<file path="config.mk">
export PLATFORM = sky130hd
export DESIGN_NAME = module_switches
export DESIGN_NICKNAME = d
export VERILOG_FILES = /design/src/rtl/hamming_pkg.sv /design/src/rtl/sync_2ff.sv /design/src/rtl/module_switches.sv
export SDC_FILE = /design/constraint.sdc
export NUM_CORES = 1
export LEC_CHECK = 0
export CAP_MARGIN = 10
export CORE_MARGIN = 1.5
export CORE_UTILIZATION = 35
export DETAILED_ROUTE_END_ITERATION = 7
export GPL_TIMING_DRIVEN = 0
export HOLD_SLACK_MARGIN = 0.06
export MAX_ROUTING_LAYER = met4
export PLACE_DENSITY = 0.64
export SKIP_LAST_GASP = 1
export SYNTH_ARGS = -nofsm -noshare
export SYNTH_HDL_FRONTEND = slang
export SYNTH_SLANG_ARGS = --single-unit
</file>
<file path="constraint.sdc">
create_clock -name clk -period 2.3 [get_ports clk]
set_clock_uncertainty 0.05 [all_clocks]
set_input_delay 0.23 -clock clk [delete_from_list [all_inputs] [get_ports clk]]
set_output_delay 0.23 -clock clk [all_outputs]
set_load 0.02 [all_outputs]
</file>
<file path="src/rtl/hamming_pkg.sv">
// rtl/hamming_pkg.sv - shared word type and switch FSM states
package hamming_pkg;

  localparam int WORD_W = 4;

  typedef logic [WORD_W-1:0] word_t;

  typedef enum logic {
    S_STABLE = 1'b0,
    S_COUNT  = 1'b1
  } sw_state_t;

endpackage

</file>
<file path="src/rtl/sync_2ff.sv">
// rtl/sync_2ff.sv - two-flop synchronizer with configurable reset value
module sync_2ff #(
  parameter int               WIDTH   = 4,
  parameter logic [WIDTH-1:0] RST_VAL = '0
) (
  input  logic             clk,
  input  logic             rst_n,
  input  logic [WIDTH-1:0] d,
  output logic [WIDTH-1:0] q
);

  logic [WIDTH-1:0] stage1;

  always_ff @(posedge clk) begin
    if (!rst_n) begin
      stage1 <= RST_VAL;
      q      <= RST_VAL;
    end else begin
      stage1 <= d;
      q      <= stage1;
    end
  end

endmodule

</file>
<file path="src/rtl/module_switches.sv">
// rtl/module_switches.sv - switch synchronizer, word debouncer and valid/ready output
module module_switches
  import hamming_pkg::*;
#(
  parameter int DEBOUNCE_CYCLES = 270000,
  parameter bit ACTIVE_LOW      = 1'b1
) (
  input  logic              clk,
  input  logic              rst_n,
  input  logic [WORD_W-1:0] sw_n,
  output logic [WORD_W-1:0] binario,
  output logic              valid,
  input  logic              ready,
  output logic              overrun
);

  localparam int    CNT_W    = (DEBOUNCE_CYCLES > 2) ? $clog2(DEBOUNCE_CYCLES) : 1;
  localparam word_t INACTIVE = ACTIVE_LOW ? {WORD_W{1'b1}} : {WORD_W{1'b0}};
  localparam logic [CNT_W-1:0] CNT_LAST = CNT_W'(DEBOUNCE_CYCLES - 1);

  function automatic word_t pol(input word_t x);
    return ACTIVE_LOW ? ~x : x;
  endfunction

  word_t            sync_word;
  word_t            cand, cand_nxt;
  logic [CNT_W-1:0] cnt, cnt_nxt;
  sw_state_t        state, state_nxt;
  logic             commit;
  logic             accept;
  word_t            committed_raw;

  sync_2ff #(
    .WIDTH   (WORD_W),
    .RST_VAL (INACTIVE)
  ) u_sync (
    .clk   (clk),
    .rst_n (rst_n),
    .d     (sw_n),
    .q     (sync_word)
  );

  assign committed_raw = pol(binario);
  assign accept        = valid && ready;

  always_comb begin
    state_nxt = state;
    cand_nxt  = cand;
    cnt_nxt   = cnt;
    commit    = 1'b0;
    unique case (state)
      S_STABLE: begin
        if (sync_word != committed_raw) begin
          cand_nxt  = sync_word;
          cnt_nxt   = '0;
          state_nxt = S_COUNT;
        end
      end
      S_COUNT: begin
        if (sync_word == committed_raw) begin
          state_nxt = S_STABLE;
        end else if (sync_word != cand) begin
          // Any change of any bit restarts the whole word's settle time.
          cand_nxt = sync_word;
          cnt_nxt  = '0;
        end else if (cnt == CNT_LAST) begin
          commit    = 1'b1;
          state_nxt = S_STABLE;
        end else begin
          cnt_nxt = cnt + 1'b1;
        end
      end
      default: state_nxt = S_STABLE;
    endcase
  end

  always_ff @(posedge clk) begin
    if (!rst_n) begin
      state   <= S_STABLE;
      cand    <= INACTIVE;
      cnt     <= '0;
      binario <= '0;
      valid   <= 1'b0;
      overrun <= 1'b0;
    end else begin
      state   <= state_nxt;
      cand    <= cand_nxt;
      cnt     <= cnt_nxt;
      // A commit coinciding with an accept hands over cleanly: no overrun.
      overrun <= commit && valid && !accept;
      if (commit) begin
        binario <= pol(cand);
        valid   <= 1'b1;
      end else if (accept) begin
        valid <= 1'b0;
      end
    end
  end

endmodule

</file>
Figure 1. Selected gate families (run 1).
Scale bar: 20 µm.
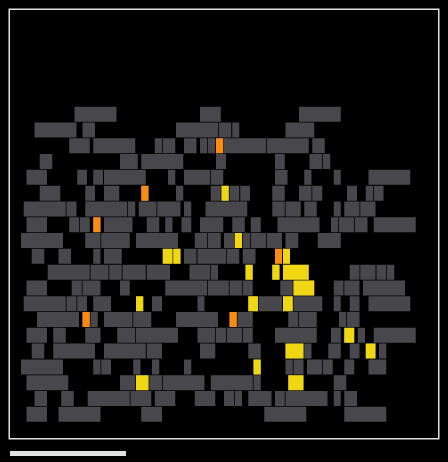
| colour | family | cells | most used |
|---|---|---|---|
| orange | inverters | 6 | inv_1 |
| yellow | NOR gates | 18 | nor2_1 |

Figure 2. Placed standard cells (run 1).
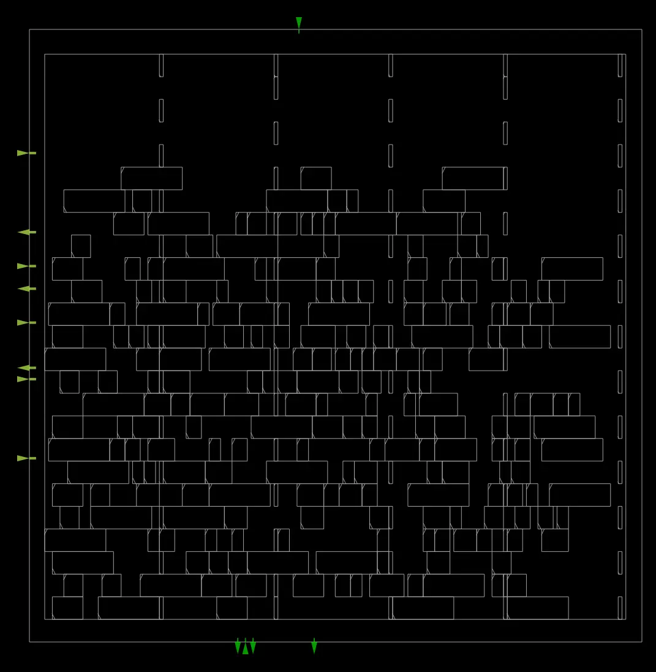
filler cell count in the final layout: 492
number of rows created at floorplan: 25
Core Region: 0.00475 mm²
final core utilization: 43.2%
Seq/total area: 37.0%

Figure 3. Wiring by layer (run 1).
Scale bar: 20 µm.
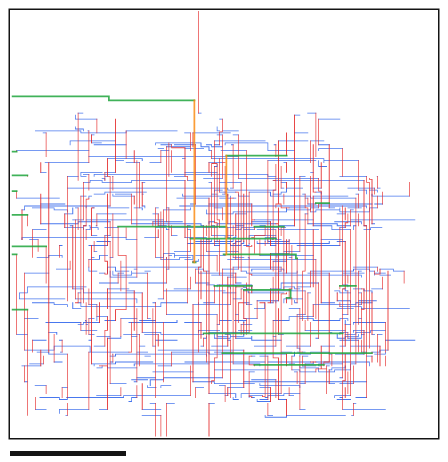
| colour | layer | wire length |
|---|---|---|
| blue | metal 1 | 2000 µm |
| orange | metal 4 | 44.9 µm |
| green | metal 3 | 193 µm |
| red | metal 2 | 2020 µm |

==> run 1: registers in the layout, indices dropped and copies added, names as in the netlist <==
signal and count:
cand 4, u_sync.q 4, u_sync.stage1 4, binario 4, cnt 19, state 1, valid 1, overrun 1
==> run 1: layer usage <==
metal | track usage, % | up-vias | wire [µm]
met2 | 28.8 | 31 | 2020
met5 | - | - | 0
met1 | 21.6 | 737 | 2000
met3 | 4.12 | 5 | 192
met4 | 6.79 | 0 | 44
li1 | - | 789 | -
==> run 1: layout make-up <==
class | instances | share of cell area [%]
repair buffers | 12 | 5.85
clock inverters | 2 | 0.609
inverters | 6 | 1.10
plain buffers | 11 | 2.80
clock buffers | 6 | 4.02
well taps | 67 | 4.08
multi-input cells | 152 | 44.5
flip-flops and latches | 38 | 37.0
==> flow_summary_export.csv, run 1 <==
group,metric,value,unit
routing,detail_route.first_pass.iterations,4,
final_timing,layout_worst_path_cycle_share,92.3,%
layout,final_nets,234,
clock_tree,clock_tree_from_tritoncts,"built",
clock_tree,root_buffer,"clkbuf_8",
clock_tree,worst_skew_pair_latency,0.30,ns
yosys,synth.most_common_cell,"dfxtp_1",
place,dpl.hpwl,2.85,mm
clock_tree,cts_max_path_buffers,2,
setup_path,setup.worst_path.class,"reg2reg",
power_and_ir_drop,comb_power_share,9.6,%
min_path,holdPathStages,1,
final_timing,fmax,471,MHz
power_and_ir_drop,p_sw_share,25.7,%
setup_path,minimum_setup_slack_among_reg_to_reg_paths,0.18,ns
routing,dr.first_iter.drc_count,111,
min_path,hold_path_class,"reg2reg",
place,post-place-ws,0.208,ns
yosys,post_synth_edffs,0,
yosys,synth-seq-area-share,43.5,%
power_and_ir_drop,seq-power,0.681,mW
layout,ff_latch_area,761,µm²
global_route,grt_start_max_net_pins,13,
yosys,yosys.area_share.adder,0.715,%
routing,vias_post_dr,1562,
run,cap_violations,0,
final_timing,finalSetupViolations,0,
power_and_ir_drop,p_int,0.962,mW
layout,syn2layout_area_growth,17.5,%
clock_tree,hold_fix_buffers_cts,0,
min_path,hp-start,"u_sync.stage1[0]$_SDFF_PN1_",
yosys,yosys.area_share.simple,29.1,%
global_route,grt-ovfl-total,0,
global_route,antenna_violations_before_repair,0,
setup_path,cp.buffers_inverters,2,
clock_tree,cts_setup_buffers,0,
final_timing,setup_total_negative_slack,0,ns
yosys,dominant_non_sequential_cell_family_after_synthesis,"simple AND/OR/NAND/NOR gates",
final_timing,max_slew_margin,49.6,%
yosys,postSynthAreaPerCell,8.45,µm²
run,warnings,26,
power_and_ir_drop,ir_drop,0.000439,V
yosys,yosysWarningCount,0,
setup_path,start_kind,"flop",
setup_path,critical_path.slowest_cell,"or4_1",
clock_tree,cts_max_level,2,
final_timing,whs,0.360,ns
setup_path,ff2ff_path_depth,7,
power_and_ir_drop,power,1.29,mW
global_route,grt_first_pass_wirelength,7.06,mm
setup_path,worst_ep_required_time,2.46,ns
power_and_ir_drop,total_switching_power,0.332,mW
routing,wl_per_cell,14.5,µm
floorplan,die_y,73.7,µm
yosys,synth_compound_gate_area_share,18.1,%
setup_path,worst_path_dominant_cell_family,"simple AND/OR/NAND/NOR gates",
clock_tree,cts_buffers,5,
final_timing,rsz0062_at_grt,"no",
routing,antenna_violating_nets_post_route,0,
place,cell_total_after_placement,286,
setup_path,cpMostUsedCell,"buf_6",
yosys,synth_top_area_share,43.5,%
yosys,topCellsByArea,"dfxtp_1 43%, nand2_1 5.6%, a21oi_1 4.3%",
layout,mostFrequentLayoutCell,"dfxtp_1",
setup_path,crit_path_largest_cell_delay,0.47,ns
layout,final_layout_top_logic_cells,"38 x dfxtp_1, 26 x nand2_1, 15 x a21oi_1",
setup_path,worstPathMaxFanout,10,
final_timing,worst_slew_pin_slew,0.751,ns
setup_path,critPathLaunch,"u_sync.q[1]$_SDFF_PN1_",
power_and_ir_drop,pg_comb,0.124,mW
clock_tree,clk_pin_slew,0.08,ns
setup_path,critical_path.reg2reg.startpoint,"u_sync.q[1]$_SDFF_PN1_",
clock_tree,clock-sinks,38,
layout,fin_area,0.00205,mm²
yosys,fp_nets,215,
layout,num_antenna_cells,0,
floorplan,chip_area,0.00543,mm²
yosys,synth_stat.cells,207,
layout,final-comb-area,915,µm²
yosys,netlist-cell-type-count,44,
floorplan,die.size.x,73.7,µm
setup_path,critPathCapture,"cnt[4]$_SDFFE_PN0P_",
floorplan,pin_count,13,
yosys,ys_top_cells_by_count,"38 x dfxtp_1, 26 x nand2_1, 15 x a21oi_1",
place,finalWeightedCongestion,0.863,
routing,drc_errors,0,
power_and_ir_drop,clock_power_share,37.8,%
global_route,grt_usage,17.9,%
yosys,largest_area_cell,"dfxtp_1",
layout,layoutNonFillerInstCount,294,
setup_path,critical_path_arrival,2.28,ns
yosys,synthXorXnorAreaFrac,4.01,%
power_and_ir_drop,sequentialPowerShare,52.6,%
clock_tree,cts.repair.resized,0,
run_status,outcome,"finished, final reports clean",
final_timing,report.final.hold_viol_count,0,
power_and_ir_drop,leakage_power,0.701,nW
layout,final_layout_size_suffix_gt1_share,7.05,%
yosys,yosysChipArea,0.00175,mm²
yosys,ys_dominant_reg_cell,"dfxtp_1",
## Run 2: what changed since run 1
Settings changed: DONT_BUFFER_PORTS set to 1, MAX_ROUTING_LAYER met4 to not set, PLACE_DENSITY 0.64 to 0.61.
==> flow_summary_export.csv, run 2 <==
group,metric,value,unit
min_path,hp-start,"ready",
min_path,hold_path_class,"in2reg",
final_timing,max_slew_margin,48.8,%
yosys,syn-instance-count,207,
clock_tree,clock-sinks,38,
clock_tree,cts_buffers,5,
power_and_ir_drop,ir_drop,0.000393,V
clock_tree,clk_pin_slew,0.08,ns
global_route,antenna_violations_before_repair,0,
routing,antenna_violating_nets_post_route,0,
floorplan,die_y,73.7,µm
clock_tree,cts.repair.resized,0,
floorplan,fp-utilization,36.8,%
yosys,yosysWarningCount,0,
final_timing,worst_slew_pin_slew,0.763,ns
floorplan,floorplan.rows,25,
global_route,grt-ovfl-total,0,
routing,vias_post_dr,1550,
yosys,async_flop_share,0,%
place,finalWeightedCongestion,0.904,
place,dpl.hpwl,2.81,mm
setup_path,worst_path_dominant_cell_family,"simple AND/OR/NAND/NOR gates",
floorplan,core_region,0.00475,mm²
run,cap_violations,0,
yosys,synth_compound_gate_area_share,18.1,%
clock_tree,hold_fix_buffers_cts,5,
routing,detailroute.wirelength.met2,1.81,mm
setup_path,timing.critical_path.to_type,"flop",
clock_tree,root_buffer,"clkbuf_8",
place,dpl-instance-area,0.00183,mm²
layout,final_layout_top_logic_cells,"38 x dfxtp_1, 26 x nand2_1, 15 x a21oi_1",
yosys,yosys.area_share.adder,0.715,%
routing,detail_route.vias_per_cell,5.40,
final_timing,rsz0062_at_grt,"no",
layout,max_flop_register,"cnt",
min_path,min_delay_worst_endpoint,"valid$_SDFFE_PN0P_",
setup_path,critPathCapture,"cnt[4]$_SDFFE_PN0P_",
yosys,yosys.area_share.simple,29.1,%
layout,mostFrequentLayoutCell,"dfxtp_1",
setup_path,critical_path.slowest_cell,"dfxtp_1",
yosys,synth_stat.cells,207,
setup_path,cpMostUsedCell,"buf_6",
final_timing,whs,0.111,ns
setup_path,critical_path.reg2reg.startpoint,"binario[0]$_SDFFE_PN0P_",
clock_tree,clock_tree_from_tritoncts,"built",
final_timing,layout_worst_path_cycle_share,97.1,%
min_path,holdPathStages,2,
global_route,grt_usage,16.3,%
setup_path,minimum_setup_slack_among_reg_to_reg_paths,0.07,ns
yosys,yosysChipArea,0.00175,mm²
power_and_ir_drop,power,1.38,mW
yosys,synthXorXnorAreaFrac,4.01,%
setup_path,critical_path_arrival,2.40,ns
floorplan,pin_count,13,
clock_tree,worst_skew_pair_latency,0.30,ns
layout,num_antenna_cells,0,
floorplan,chip_area,0.00543,mm²
global_route,grt_first_pass_wirelength,6.73,mm
yosys,postSynthRegisterBits,38,
final_timing,report.final.hold_viol_count,0,
yosys,netlist-cell-type-count,44,
setup_path,start_kind,"flop",
power_and_ir_drop,power-per-cell-area,692,mW/mm²
routing,wirelength_met1,2.00,mm
layout,largest_reg_flops,19,
layout,final_layout_size_suffix_gt1_share,6.82,%
setup_path,ff2ff_path_depth,7,
yosys,synth.most_common_cell,"dfxtp_1",
setup_path,critPathLaunch,"binario[0]$_SDFFE_PN0P_",
yosys,ys_top_cells_by_count,"38 x dfxtp_1, 26 x nand2_1, 15 x a21oi_1",
routing,drc_errors,0,
run,warnings,26,
setup_path,setup.worst_path.class,"reg2reg",
yosys,ys_dominant_reg_cell,"dfxtp_1",
routing,route.final.wire_length,4.06,mm
setup_path,crit_path_largest_cell_delay,0.50,ns
place,cell_total_after_placement,274,
global_route,grt_start_max_net_pins,14,
yosys,synth_top_area_share,43.5,%
final_timing,fmax,448,MHz
run_status,outcome,"finished, final reports clean",
final_timing,setup_total_negative_slack,0,ns
layout,fin_area,0.00200,mm²
yosys,post_synth_edffs,0,
clock_tree,cts_max_path_buffers,2,
setup_path,number_of_gates_on_the_worst_path_with_buffers_counted,7,
clock_tree,cts_max_level,2,
routing,detail_route.first_pass.iterations,4,
routing,top_metal_layer_carrying_routed_signals,"met4",
setup_path,worstPathMaxFanout,10,
setup_path,worst_ep_required_time,2.47,ns
routing,route.met3.wl,178,µm
yosys,topCellsByArea,"dfxtp_1 43%, nand2_1 5.6%, a21oi_1 4.3%",
yosys,largest_area_cell,"dfxtp_1",
yosys,postSynthAreaPerCell,8.45,µm²
power_and_ir_drop,leakage_power,0.681,nW
yosys,fp_nets,215,
clock_tree,cts_setup_buffers,0,
final_timing,finalSetupViolations,0,
floorplan,die.size.x,73.7,µm
routing,dr.first_iter.drc_count,40,
yosys,synth-seq-area-share,43.5,%
yosys,dominant_non_sequential_cell_family_after_synthesis,"simple AND/OR/NAND/NOR gates",
setup_path,cp.buffers_inverters,2,
layout,syn2layout_area_growth,14.2,%
layout,final_nets,227,
place,post-place-ws,0.102,ns
setup_path,reg2reg_to,"cnt[4]$_SDFFE_PN0P_",
routing,wl_per_cell,14.1,µm
-- run 2: final cells by class --
| class | count | area, µm² |
|---|---|---|
| Fill cell | 509 | 2760 |
| Buffer | 11 | 57.6 |
| Sequential cell | 38 | 761 |
| Inverter | 6 | 22.5 |
| Clock buffer | 5 | 68.8 |
| Timing Repair Buffer | 5 | 50.0 |
| Tap cell | 67 | 83.8 |
| Multi-Input combinational cell | 152 | 908 |
| Clock inverter | 3 | 45.0 |
-- run 2: layer usage --
layer,track usage [%],vias up
met5,0,-
met4,6.79,0
met3,3.43,6
met2,25.0,34
met1,22.1,739
li1,-,771
-- run 2: where the power goes --
part           internal [mW]  switching (mW)
Clock                  0.323           0.259
Sequential             0.672         0.00982
Combinational         0.0453          0.0738
Figure 4. Placed standard cells (run 2).
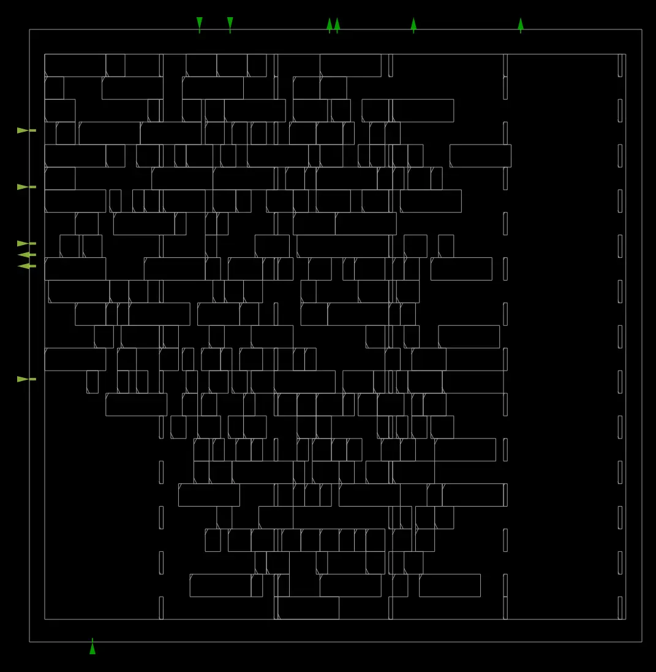
flip-flops: 38
final core utilization: 42.0%
number of non-filler instances in the completed layout: 287
Seq/total area: 38.1%
filler cell count in the final layout: 509

## Run 3: what changed since run 2
Settings changed: REMOVE_ABC_BUFFERS set to 1.
==> flow_summary_export.csv, run 3 <==
group,metric,value,unit
setup_path,setup.worst_path.class,"reg2reg",
place,dpl.hpwl,2.46,mm
run_status,outcome,"finished, final reports clean",
floorplan,chip_area,0.00543,mm²
layout,finalCoreUtilization,40.4,%
power_and_ir_drop,p_int,0.951,mW
yosys,topCellsByArea,"dfxtp_1 43%, nand2_1 5.6%, a21oi_1 4.3%",
yosys,yosysChipArea,0.00175,mm²
min_path,hold_path_class,"in2reg",
layout,final_layout_top_logic_cells,"37 x dfxtp_1, 26 x nand2_1, 15 x a21oi_1",
yosys,synth.most_common_cell,"dfxtp_1",
routing,dr.first_iter.drc_count,147,
power_and_ir_drop,comb_power_share,8.3,%
layout,mostFrequentLayoutCell,"dfxtp_1",
clock_tree,cts.repair.resized,0,
final_timing,setup_total_negative_slack,0,ns
floorplan,fp-utilization,36.8,%
floorplan,die.size.x,73.7,µm
setup_path,critical_path_arrival,2.38,ns
clock_tree,clock_tree_from_tritoncts,"built",
layout,layoutNonFillerInstCount,276,
clock_tree,cts_max_path_buffers,2,
yosys,synthXorXnorAreaFrac,4.01,%
final_timing,max_slew_margin,25.9,%
yosys,postSynthAreaPerCell,8.45,µm²
setup_path,reg2reg_to,"cnt[11]$_SDFFE_PN0P_",
clock_tree,cts_max_level,2,
clock_tree,cts_setup_buffers,0,
setup_path,number_of_gates_on_the_worst_path_with_buffers_counted,5,
clock_tree,cts_buffers,5,
layout,final_nets,216,
yosys,dominant_non_sequential_cell_family_after_synthesis,"simple AND/OR/NAND/NOR gates",
power_and_ir_drop,sequentialPowerShare,53.4,%
clock_tree,root_buffer,"clkbuf_8",
yosys,synth_stat.cells,207,
final_timing,finalSetupViolations,0,
layout,syn2layout_area_growth,9.87,%
setup_path,critPathCapture,"cnt[11]$_SDFFE_PN0P_",
global_route,grt_start_max_net_pins,31,
layout,final-comb-area,908,µm²
setup_path,worstPathMaxFanout,19,
power_and_ir_drop,leakage_power,0.651,nW
routing,vias_post_dr,1509,
routing,detail_route.vias_per_cell,5.47,
final_timing,layout_worst_path_cycle_share,95.8,%
min_path,min_delay_worst_endpoint,"valid$_SDFFE_PN0P_",
final_timing,rsz0062_at_grt,"no",
clock_tree,clock-sinks,38,
layout,largest_reg_flops,19,
floorplan,pin_count,13,
final_timing,fmax,454,MHz
yosys,ys_dominant_reg_cell,"dfxtp_1",
place,cell_total_after_placement,263,
power_and_ir_drop,seq-power,0.682,mW
yosys,synth_top_area_share,43.5,%
setup_path,minimum_setup_slack_among_reg_to_reg_paths,0.1,ns
final_timing,worst_slew_pin_slew,1.11,ns
setup_path,cp.buffers_inverters,0,
final_timing,whs,0.106,ns
routing,drc_errors,0,
yosys,netlist-cell-type-count,44,
setup_path,start_kind,"flop",
setup_path,critical_path.slowest_cell,"or3_4",
layout,max_flop_register,"cnt",
run,cap_violations,0,
setup_path,critPathLaunch,"binario[1]$_SDFFE_PN0P_",
place,dpl-instance-area,0.00178,mm²
setup_path,worst_path_dominant_cell_family,"simple AND/OR/NAND/NOR gates",
yosys,yosys.area_share.simple,29.1,%
yosys,yosys.area_share.adder,0.715,%
global_route,antenna_violations_before_repair,0,
final_timing,report.final.hold_viol_count,0,
place,finalWeightedCongestion,0.727,
global_route,grt_first_pass_wirelength,6.71,mm
place,post-place-ws,0.111,ns
global_route,grtUsageMet1,20.6,%
setup_path,worst_ep_required_time,2.47,ns
clock_tree,worst_skew_pair_latency,0.30,ns
layout,fill_cells,497,
yosys,synth-seq-area-share,43.5,%
power_and_ir_drop,clock_power_share,38.3,%
min_path,holdPathStages,2,
power_and_ir_drop,total_switching_power,0.326,mW
global_route,globalRouteMet2Util,26.1,%
power_and_ir_drop,pg_comb,0.105,mW
floorplan,die_y,73.7,µm
yosys,syn-instance-count,207,
yosys,post_synth_edffs,0,
power_and_ir_drop,power-per-cell-area,664,mW/mm²
run,warnings,25,
power_and_ir_drop,power,1.28,mW
setup_path,ff2ff_path_depth,5,
yosys,ys_top_cells_by_count,"38 x dfxtp_1, 26 x nand2_1, 15 x a21oi_1",
-- run 3: netlist changes by cell type in the layout (fill, tap and decap cells not counted) --
cell	previous run	this run
buf_2	1	0
bufinv_16	1	0
clkinvlp_4	2	1
clkbuf_8	5	6
dfxtp_2	0	1
clkbuf_1	8	0
dfxtp_1	38	37
buf_6	2	0
clkinv_2	0	1
-- run 3: routing by layer --
metal  share of wire (%)  wire length [µm]
met5                   0                 0
met4                 2.2                87
met3                 5.8               223
met2                  45              1760
met1                  46              1800
-- run 3: area by class of cell --
cell class,instances,area share (%)
clock buffers,6,4.30
well taps,67,4.36
flip-flops and latches,38,39.6
clock inverters,2,0.651
inverters,6,1.17
repair buffers,5,2.60
multi-input cells,152,47.3
Figure 5. Cells coloured by class (run 3).
Scale bar: 20 µm. Fill, decap, tap and diode cells in grey.
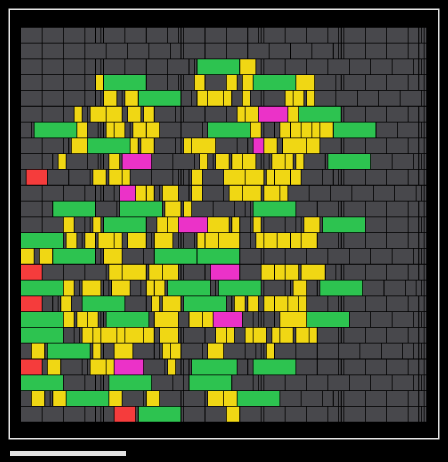
| colour | class | cells | share of their area |
|---|---|---|---|
| magenta | clock drivers and dummy loads | 8 | 5.2% |
| red | other buffers and delay cells | 5 | 2.7% |
| yellow | combinational and other logic | 158 | 51% |
| green | flops | 38 | 41% |

No activity file was given, so power comes from the tool's default toggle rates.
